### src/rtl/vec_mem.sv
`default_nettype none
// ============================================================================
// Module      : vec_mem
// Description : Simple dual-port vector RAM, one write port and one read
//               port with a registered output (1-cycle read latency).
// Ports       : clk, rst            - clock, async active-high reset (read reg)
//               wr_en/wr_addr/wr_data - write port
//               rd_addr / rd_data     - registered read port
// Revision    : 1.0 - initial release
// ============================================================================
module vec_mem #(
  parameter int WIDTH = 16,
  parameter int DEPTH = 16
) (
  input  logic                     clk,
  input  logic                     rst,
  input  logic                     wr_en,
  input  logic [$clog2(DEPTH)-1:0] wr_addr,
  input  logic [WIDTH-1:0]         wr_data,
  input  logic [$clog2(DEPTH)-1:0] rd_addr,
  output logic [WIDTH-1:0]         rd_data
);

  // Storage is deliberately left unreset so it can map onto block RAM.
  logic [WIDTH-1:0] mem_q [DEPTH];
  logic [WIDTH-1:0] rd_data_q;

  always_ff @(posedge clk) begin
    if (wr_en) begin
      mem_q[wr_addr] <= wr_data;
    end
  end

  always_ff @(posedge clk or posedge rst) begin
    if (rst) begin
      rd_data_q <= '0;
    end else begin
      rd_data_q <= mem_q[rd_addr];
    end
  end

  assign rd_data = rd_data_q;

endmodule
`default_nettype wire

### config.mk
export PLATFORM = sky130hd
export DESIGN_NAME = vec_mem
export DESIGN_NICKNAME = d
export VERILOG_FILES = /design/src/rtl/vec_mem.sv
export SDC_FILE = /design/constraint.sdc
export NUM_CORES = 1
export LEC_CHECK = 0
export CAP_MARGIN = 0
export CELL_PAD_IN_SITES_DETAIL_PLACEMENT = 0
export CELL_PAD_IN_SITES_GLOBAL_PLACEMENT = 2
export CORE_UTILIZATION = 54
export CTS_CLUSTER_SIZE = 25
export DETAILED_ROUTE_END_ITERATION = 8
export DONT_BUFFER_PORTS = 1
export PLACE_DENSITY = 0.86
export SKIP_CTS_REPAIR_TIMING = 1
export SLEW_MARGIN = 0
export SYNTH_ARGS = -nofsm -noshare
export SYNTH_HDL_FRONTEND = slang
export SYNTH_SLANG_ARGS = --single-unit
### constraint.sdc
create_clock -name clk -period 2.82 [get_ports clk]
set_clock_uncertainty 0.15 [all_clocks]
set_input_delay 0.564 -clock clk [delete_from_list [all_inputs] [get_ports clk]]
set_output_delay 0.564 -clock clk [all_outputs]
set_load 0.01 [all_outputs]
==> flow_summary.json <==
{
  "status": "finished, violations left",
  "violations": "design-rule violations, negative hold slack",
  "setup_tns_ns": 0,
  "cts_buffer_depth": 3,
  "rsz0062_at_grt": "false",
  "drt-pass1-iter-count": 7,
  "syn2layout_area_growth_pct": 14.9,
  "fin_hold_ws_ns": -0.0194,
  "yosysUniqueCellTypes": 20,
  "r2r_slack_ns": 1.33,
  "antenna_found_initial": 0,
  "detail-route-antenna-nets": 0,
  "fin_cells": 735,
  "power_switching_share": 0.189,
  "required_ns": 2.11,
  "reg2reg_to": "rd_data[2]$_DFF_PP0_",
  "ctsRootBufferMaster": "clkbuf_16",
  "cts.clk_slew.worst_paths_ns": 0.06,
  "slew_viol_final": 0,
  "intPower_uw": 6900,
  "num_rows": 49,
  "drcViolationCount": 4,
  "yosysSeqAreaShare": 0.799,
  "pwr_density_cell_nw_per_um2": 731,
  "die_y_um": 139,
  "reg2reg_depth": 3,
  "power.leakage_uw": 0.00380,
  "slew_headroom": 0.390,
  "synth.area.top_cells": "edfxtp_1, mux4_2, dfrtp_1, mux4_1, a22oi_1",
  "grt_pass1_wl_um": 28800,
  "place_inst": 671,
  "p_sw_uw": 1610,
  "synth_flops": 272,
  "syn-num-nets": 460,
  "maxCapViolCount": 0,
  "port_buffers": 0,
  "num_vias": 4584,
  "power_frac_clock": 0.427,
  "detailed_place_hpwl_um": 11000,
  "fp_util": 0.558,
  "synth_stat.cells": 433,
  "first_global_vias": 4732,
  "warnings": 26,
  "diodes": 0,
  "max-vdd-ir-drop_mv": 0.433,
  "critical_path_class": "reg -> out",
  "routedWlPerCell_um": 26.0,
  "cp.arrival_ns": 0.94,
  "cts.sinks": 272,
  "gp_congestion": 0.742,
  "synthCells": 433,
  "io_pins": 43,
  "cts_buffers": 26,
  "tritoncts": "yes",
  "hold_violations": 16,
  "min_path_type": "in -> async",
  "fp.dieW_um": 139,
  "wirelength_um": 19100,
  "netlist.area_leader.share": 0.759,
  "htreeDepth": 1,
  "grt_usage": 0.206,
  "start_kind": "register",
  "setup_ws_ns": 1.16,
  "setup_violations": 0,
  "crit_path_end_kind": "output port",
  "combPwrFrac": 0.036,
  "finalNetCount": 513,
  "cp_max_fo": 1,
  "pre_cts_ws_ns": 0.813,
  "r2r_start": "mem_q[0][2]$_DFFE_PP_",
  "sequentialPowerShare": 0.536,
  "drt_iter0_drc": 378,
  "die_area_um2": 19300,
  "grt_max_degree": 65,
  "clock_latency_ns": 0.53,
  "syn-cell-area_um2": 10100,
  "yosys.area.top_type": "edfxtp_1",
  "synth_warnings": 0,
  "finalWorstPathRequiredPeriod_ns": 1.66,
  "drt-vias-per-instance": 6.24,
  "drive_gt1_frac": 0.279,
  "synth_chip_area_um2": 10100,
  "core_um2": 18100,
  "grt_overflow": 0,
  "clock.fmax_mhz": 603,
  "worst_pin_slew_ns": 0.913,
  "syn_area_per_cell_um2": 23.4,
  "finalClockPeriodUsage": 0.588
}
state kept, by name, indices dropped and copies added, names as in the netlist:
signal   count
mem_q      256
rd_data     16
metal layers:
metal  GRT usage  wire [um]  up-vias
met5           0          0        -
met1       0.297       8470     2475
li1            -          -     1942
met3      0.0407        959       33
met2       0.326       9300      134
met4      0.0596        406        0
cells in the mapped netlist (all sizes together):
cell,number
and2,1
mux4,64
edfxtp,256
nand2,17
nand2b,2
nor3,4
nor2b,2
or3b,1
inv,1
buf,13
nor2,13
nand3,1
nand3b,2
a22oi,32
dfrtp,16
clkbuf,8
worst max path at each step:
| stage | startpoint | to | slack [ns] | depth (start not counted) |
|---|---|---|---|---|
| floorplan | wr_addr[2] | mem_q[0][0]$_DFFE_PP_ | 0.05 | 2 |
| global placement | wr_addr[2] | mem_q[0][2]$_DFFE_PP_ | 0.84 | 3 |
| detailed placement | wr_addr[2] | mem_q[0][2]$_DFFE_PP_ | 0.81 | 3 |
| CTS | rd_data[8]$_DFF_PP0_ | rd_data[8] | 1.15 | 0 |
| global route | rd_data[9]$_DFF_PP0_ | rd_data[9] | 1.14 | 0 |
| finish | rd_data[9]$_DFF_PP0_ | rd_data[9] | 1.16 | 0 |
power groups by stage:
stage	registers (uW)	clock network [uW]	logic (uW)
2_1_floorplan	4640	0	225
3_3_place_gp	4650	0	243
3_5_place_dp	4650	0	248
4_1_cts	4570	3690	251
5_1_grt	4570	3840	334
6_report	4560	3640	309
per-stage QoR:
stage                      util  hold slack, ns  instance area, um^2  power, uW
after floorplan               -           0.328                10100       4860
after CTS                 0.632         -0.0370                11500       8510
final                     0.641         -0.0194                11600       8510
after global routing      0.641          0.0257                11600       8740
after global placement    0.582           0.508                10600       4890
after detailed placement  0.582           0.513                10600       4900
kinds of logic (layout without fill, tap and decap cells):
logic type / count (synthesis) / count (layout) / synth area share
mux: 64 / 64 / 0.146
flops: 272 / 272 / 0.799
compound gates: 32 / 32 / 0.0237
simple gates: 43 / 43 / 0.0190
buf+inv: 22 / 95 / 0.0126
cell usage in the layout, fill, tap and decap left out, drive strengths merged, types with 3 or more instances in the layout:
| master | count |
|---|---|
| a22oi | 32 |
| mux4 | 64 |
| nor3 | 4 |
| bufinv | 4 |
| clkbuf | 39 |
| dlygate4sd3 | 16 |
| buf | 30 |
| nor2 | 13 |
| dfrtp | 16 |
| nand2 | 17 |
| edfxtp | 256 |
| clkinv | 3 |
final cells by class:
| class | instances | area (um^2) |
|---|---|---|
| sequential | 272 | 8090 |
| tap | 229 | 287 |
| clock inverter | 9 | 150 |
| multi-input combinational | 139 | 1960 |
| fill | 1190 | 6510 |
| timing repair buffer | 46 | 385 |
| inverter | 1 | 3.75 |
| clock buffer | 39 | 761 |
registers.png
Bar = 50 um.
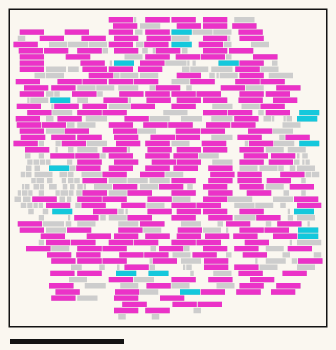
`rd_data`: drawn in cyan, placed flops 16, where spread over the die. `mem_q`: drawn in magenta, placed flops 256, where spread over the die.
Core Util, Final: 0.641
storage element area: 8090 um^2
power in sequential cells: 4560 uW

met3.png
Bar = 50 um.
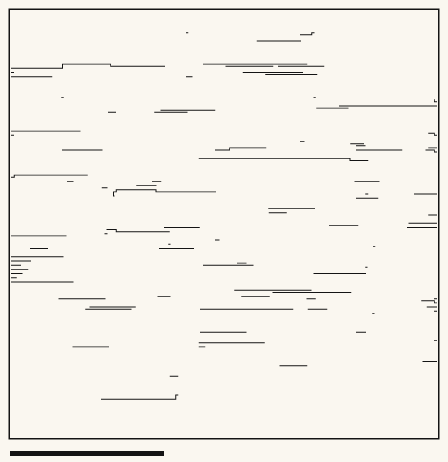
The longest straight run is 49.0 um. The wires run mostly horizontal. The layer carries 959 um of wire.

density.png
14 x 14 tiles, from white (low) to dark blue (high), 0 to 100% covered.
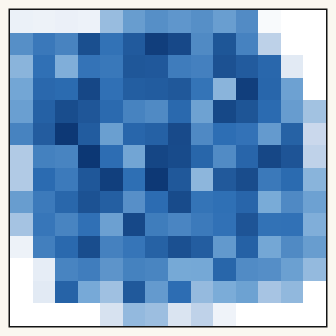
The fullest tile reaches 97%. The emptiest ninth of the die: lower left. 35% of the tiles are over 75% full. The mean over all tiles is 59%.

cell_classes.png
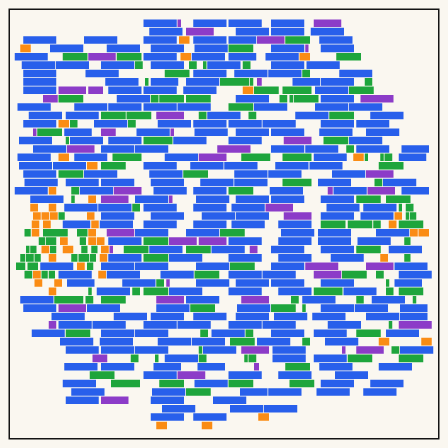
other buffers and delay cells: drawn in orange, cells 46, share of their area 3.4%. all other logic: drawn in green, cells 140, share of their area 17%. clock drivers and dummy loads: drawn in purple, cells 48, share of their area 8.0%. flops: drawn in blue, cells 272, share of their area 71%.

No activity file was given, so power comes from the tool's default toggle rates.
